Figure 1. Clock routing.
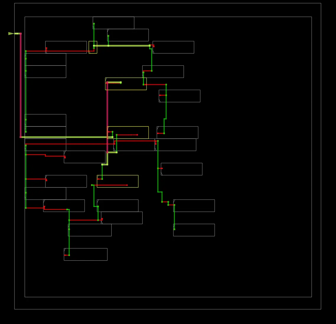
Figure 2. The metal 3 layer.
Scale: 6 px per um. Cells faint in the background.
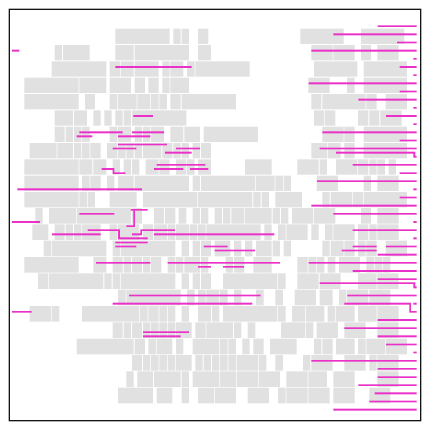
Figure 3. Wiring heat map.
Scale: 4 px per um. The die is cut into 14 by 14 equal tiles; dark purple is low, yellow is high, scaled to the fullest tile. Values are wire area over tile area, all layers added.
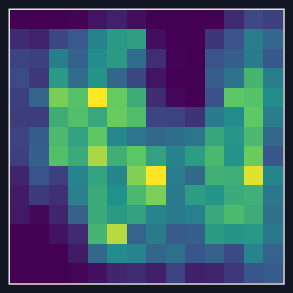
Figure 4. I/O pins on the die edge.
Scale: 6 px per um. Pins as bars across the die edge, other pins in gray.
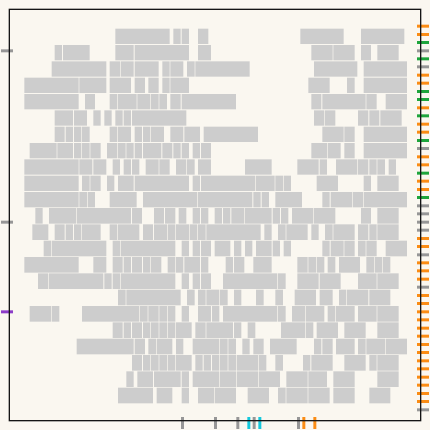
Figure 5. Placed cells, one color a class.
Scale: 8 px per um.
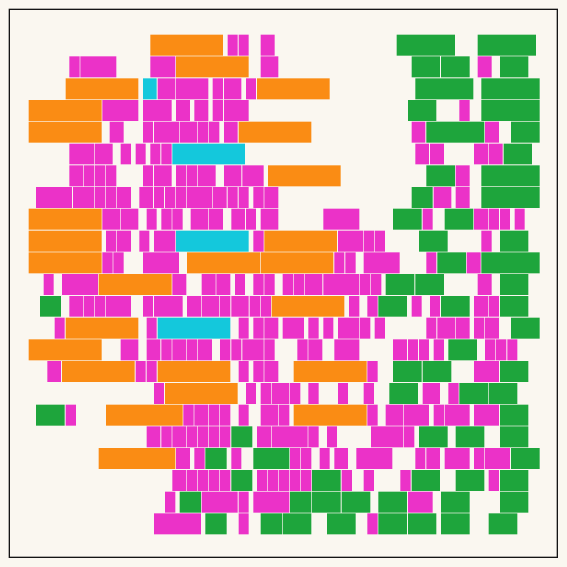
[src/rtl/lcd_arb.sv]
// lcd_arb: round-robin arbiter sharing one lcd_ctrl character port among
// NREQ byte-stream message sources. A grant is held for a whole message.
// When ownership changes, a 0xFF clear byte can be injected first. An
// idle watchdog aborts a message whose owner stalls.
//
// Ports:
//   clk, rst            clock, asynchronous active-high reset
//   req_val/bits/last   per-requester byte stream (bits packed 8 per source)
//   req_rdy             per-requester accept strobe
//   lcd_rdy             ready from lcd_ctrl
//   lcd_val, lcd_bits   byte stream to lcd_ctrl (bits forced to 0 when idle)
//   owner               current or most recent grantee
//   busy                arbiter is not idle
//   abort               one-cycle pulse when the watchdog kills a message
module lcd_arb #(
   parameter int unsigned NREQ            = 4,
   parameter bit          CLEAR_ON_SWITCH = 1'b1,
   parameter int unsigned TIMEOUT         = 65535
) (
   input  logic                    clk,
   input  logic                    rst,
   input  logic [NREQ-1:0]         req_val,
   input  logic [NREQ*8-1:0]       req_bits,
   input  logic [NREQ-1:0]         req_last,
   output logic [NREQ-1:0]         req_rdy,
   input  logic                    lcd_rdy,
   output logic                    lcd_val,
   output logic [7:0]              lcd_bits,
   output logic [$clog2(NREQ)-1:0] owner,
   output logic                    busy,
   output logic                    abort
);

   localparam int unsigned OW      = $clog2(NREQ);
   localparam logic [15:0] TO_LAST = 16'((TIMEOUT == 0) ? 0 : TIMEOUT - 1);

   typedef enum logic [1:0] {S_IDLE, S_PREFIX, S_XFER} state_t;

   state_t        state_q, state_d;
   logic [OW-1:0] ptr_q, ptr_d;
   logic [OW-1:0] owner_q, owner_d;
   logic [OW-1:0] last_owner_q, last_owner_d;
   logic          have_last_q, have_last_d;
   logic [15:0]   idle_ctr_q, idle_ctr_d;

   logic          own_val;
   logic          own_last;
   logic [7:0]    own_bits;
   logic [OW-1:0] win_idx;
   int unsigned   rank;
   int unsigned   best_rank;

   // Owner's request lines, selected with constant indices only.
   always_comb begin
      own_val  = 1'b0;
      own_last = 1'b0;
      own_bits = '0;
      for (int unsigned i = 0; i < NREQ; i++) begin
         if (owner_q == OW'(i)) begin
            own_val  = req_val[i];
            own_last = req_last[i];
            own_bits = req_bits[i*8 +: 8];
         end
      end
   end

   // Round-robin pick: rank each requester by its distance after ptr and
   // keep the lowest rank, which equals scanning ptr+1 upward with wrap.
   always_comb begin
      rank      = 0;
      best_rank = NREQ;
      win_idx   = '0;
      for (int unsigned i = 0; i < NREQ; i++) begin
         if (req_val[i]) begin
            rank = (i + NREQ - 1 - 32'(ptr_q)) % NREQ;
            if (rank < best_rank) begin
               best_rank = rank;
               win_idx   = OW'(i);
            end
         end
      end
   end

   // Handshake outputs are decoded from the state register, so reset drops
   // them immediately; in XFER they pass the owner's lines straight through.
   always_comb begin
      state_d      = state_q;
      ptr_d        = ptr_q;
      owner_d      = owner_q;
      last_owner_d = last_owner_q;
      have_last_d  = have_last_q;
      idle_ctr_d   = idle_ctr_q;
      lcd_val      = 1'b0;
      lcd_bits     = '0;
      req_rdy      = '0;
      abort        = 1'b0;

      case (state_q)
         S_IDLE: begin
            idle_ctr_d = '0;
            if (|req_val) begin
               owner_d = win_idx;
               if (CLEAR_ON_SWITCH && (!have_last_q || (win_idx != last_owner_q)))
                  state_d = S_PREFIX;
               else
                  state_d = S_XFER;
            end
         end

         S_PREFIX: begin
            idle_ctr_d = '0;
            lcd_val    = 1'b1;
            lcd_bits   = 8'hFF;
            if (lcd_rdy)
               state_d = S_XFER;
         end

         S_XFER: begin
            lcd_val  = own_val;
            lcd_bits = own_val ? own_bits : 8'h00;
            for (int unsigned i = 0; i < NREQ; i++) begin
               if (owner_q == OW'(i))
                  req_rdy[i] = lcd_rdy;
            end
            if (own_val) begin
               // A valid byte stalled by lcd_rdy is not owner idleness.
               if (lcd_rdy) begin
                  idle_ctr_d = '0;
                  if (own_last) begin
                     ptr_d        = owner_q;
                     last_owner_d = owner_q;
                     have_last_d  = 1'b1;
                     state_d      = S_IDLE;
                  end
               end
            end else if ((TIMEOUT != 0) && (idle_ctr_q == TO_LAST)) begin
               abort       = 1'b1;
               ptr_d       = owner_q;
               have_last_d = 1'b0;
               idle_ctr_d  = '0;
               state_d     = S_IDLE;
            end else begin
               idle_ctr_d = idle_ctr_q + 16'd1;
            end
         end

         default: state_d = S_IDLE;
      endcase
   end

   always_ff @(posedge clk or posedge rst) begin
      if (rst) begin
         state_q      <= S_IDLE;
         ptr_q        <= OW'(NREQ - 1);
         owner_q      <= '0;
         last_owner_q <= '0;
         have_last_q  <= 1'b0;
         idle_ctr_q   <= '0;
      end else begin
         state_q      <= state_d;
         ptr_q        <= ptr_d;
         owner_q      <= owner_d;
         last_owner_q <= last_owner_d;
         have_last_q  <= have_last_d;
         idle_ctr_q   <= idle_ctr_d;
      end
   end

   assign owner = owner_q;
   assign busy  = (state_q != S_IDLE);

endmodule

[config.mk]
export PLATFORM = sky130hd
export DESIGN_NAME = lcd_arb
export DESIGN_NICKNAME = d
export VERILOG_FILES = /design/src/rtl/lcd_arb.sv
export SDC_FILE = /design/constraint.sdc
export NUM_CORES = 1
export LEC_CHECK = 0
export ABC_AREA = 1
export CORE_MARGIN = 2
export CORE_UTILIZATION = 47
export CTS_BUF_LIST = sky130_fd_sc_hd__clkbuf_16
export DETAILED_ROUTE_END_ITERATION = 12
export PLACE_DENSITY = 0.87
export REMOVE_ABC_BUFFERS = 1
export SYNTH_ARGS = -nofsm -noshare
export SYNTH_HDL_FRONTEND = slang
export SYNTH_SLANG_ARGS = --single-unit
[constraint.sdc]
create_clock -name clk -period 3.6 [get_ports clk]
set_clock_uncertainty 0.1 [all_clocks]
set_input_delay 0.72 -clock clk [delete_from_list [all_inputs] [get_ports clk]]
set_output_delay 0.72 -clock clk [all_outputs]
set_load 0.05 [all_outputs]
==> run summary <==
run results: outcome finished, final reports clean, Cell Type Count 42, WHS 389.7 ps, count of hold-fix buffers inserted at cts 0, DR DRC count 0, biggest area cells dfrtp_1 30%, nand2_1 13%, nor2_1 7.7%, Power Density 795.3 mW/mm2, CTS Buf Count 3, Mapped Area 0.001944 mm2, Period minus WS final 3433 ps, average size of a mapped cell 6.994 um2, top area contributor share 0.2960, Worst Path Required 2780 ps, final hold violation count 0, Mapped Cells 278, largest net degree at the start of global routing 26, crit path max-delay cell type clkdlybuf4s50_1, CP Max Fanout 9, CTS resizes 3, uppermost layer routed met4, initial DRC count 110, Gate Area 0.001142 mm2, maximum VDD drop 0.3922 mV, worst slack at placement -328.6 ps, worst r2r src ptr_q[0]$_DFFE_PP1P_, Clk network pwr share 0.110, grt total ovfl 0, met2 WL 2578 um, Layout clock area frac 0.02861, #FFs+latches synth 25, I/O Buffers 59, synth cell count leaders 68 x nand2_1, 40 x nor2_1, 31 x inv_1
## Picture notes: Figure 1
Clock Latency Late Sink: 260 ps
Flop Count: 25
Sink Count: 25

## Picture notes: Figure 2
wire length on this layer	660 um
nets with wire on the layer	83
share of all routed wire	12%
longest straight run	23.0 um
main direction	horizontal
met3 global-route usage: 0.04112
via count: 2,139

## Picture notes: Figure 3
fullest tile	0.57
tiles over half the peak	31%
nearly empty tiles	12%
mean over tiles	0.20
emptiest ninth of the die	south-west
Total Routing Usage GR: 0.2331
Routed WL: 5562 um
WL per Instance: 14.08 um

## Picture notes: Figure 4
port	color	pins	direction	edge
`rst`	purple	1	input	west
`owner`	cyan	2	output	south
`req_bits`	orange	32	input	30 east, 2 south
`lcd_bits`	green	8	output	east

## Picture notes: Figure 5
class	color	cells	share of their area
other buffers and delay cells	green	66	27%
clock drivers and dummy loads	cyan	4	2.9%
all other logic	magenta	250	47%
flip-flops	orange	25	23%
row count: 23
Final Core Density: 0.6997
sequential share of cell area: 0.2244

## state kept, by name (all words and copies together), names as in the netlist
name / count
have_last_q: 1
idle_ctr_q: 16
ptr_q: 2
last_owner_q: 2
state_q: 2
owner: 2
## worst paths after layout
| path | endpoint | slack [ps] | cells after the start |
|---|---|---|---|
| min in group asynchronous | owner[0]$_DFFE_PP0P_ | 860 | 2 |
| setup reg to reg | state_q[1]$_DFFE_PP0P_ | 210 | 28 |
| hold reg to reg | have_last_q$_DFFE_PP0P_ | 390 | 2 |
| hold / removal | have_last_q$_DFFE_PP0P_ | 390 | 2 |
| setup / recovery | lcd_bits[3] | 170 | 10 |
| max in group asynchronous | idle_ctr_q[12]$_DFFE_PP0P_ | 1960 | 2 |
No activity file was given, so power comes from the tool's default toggle rates.
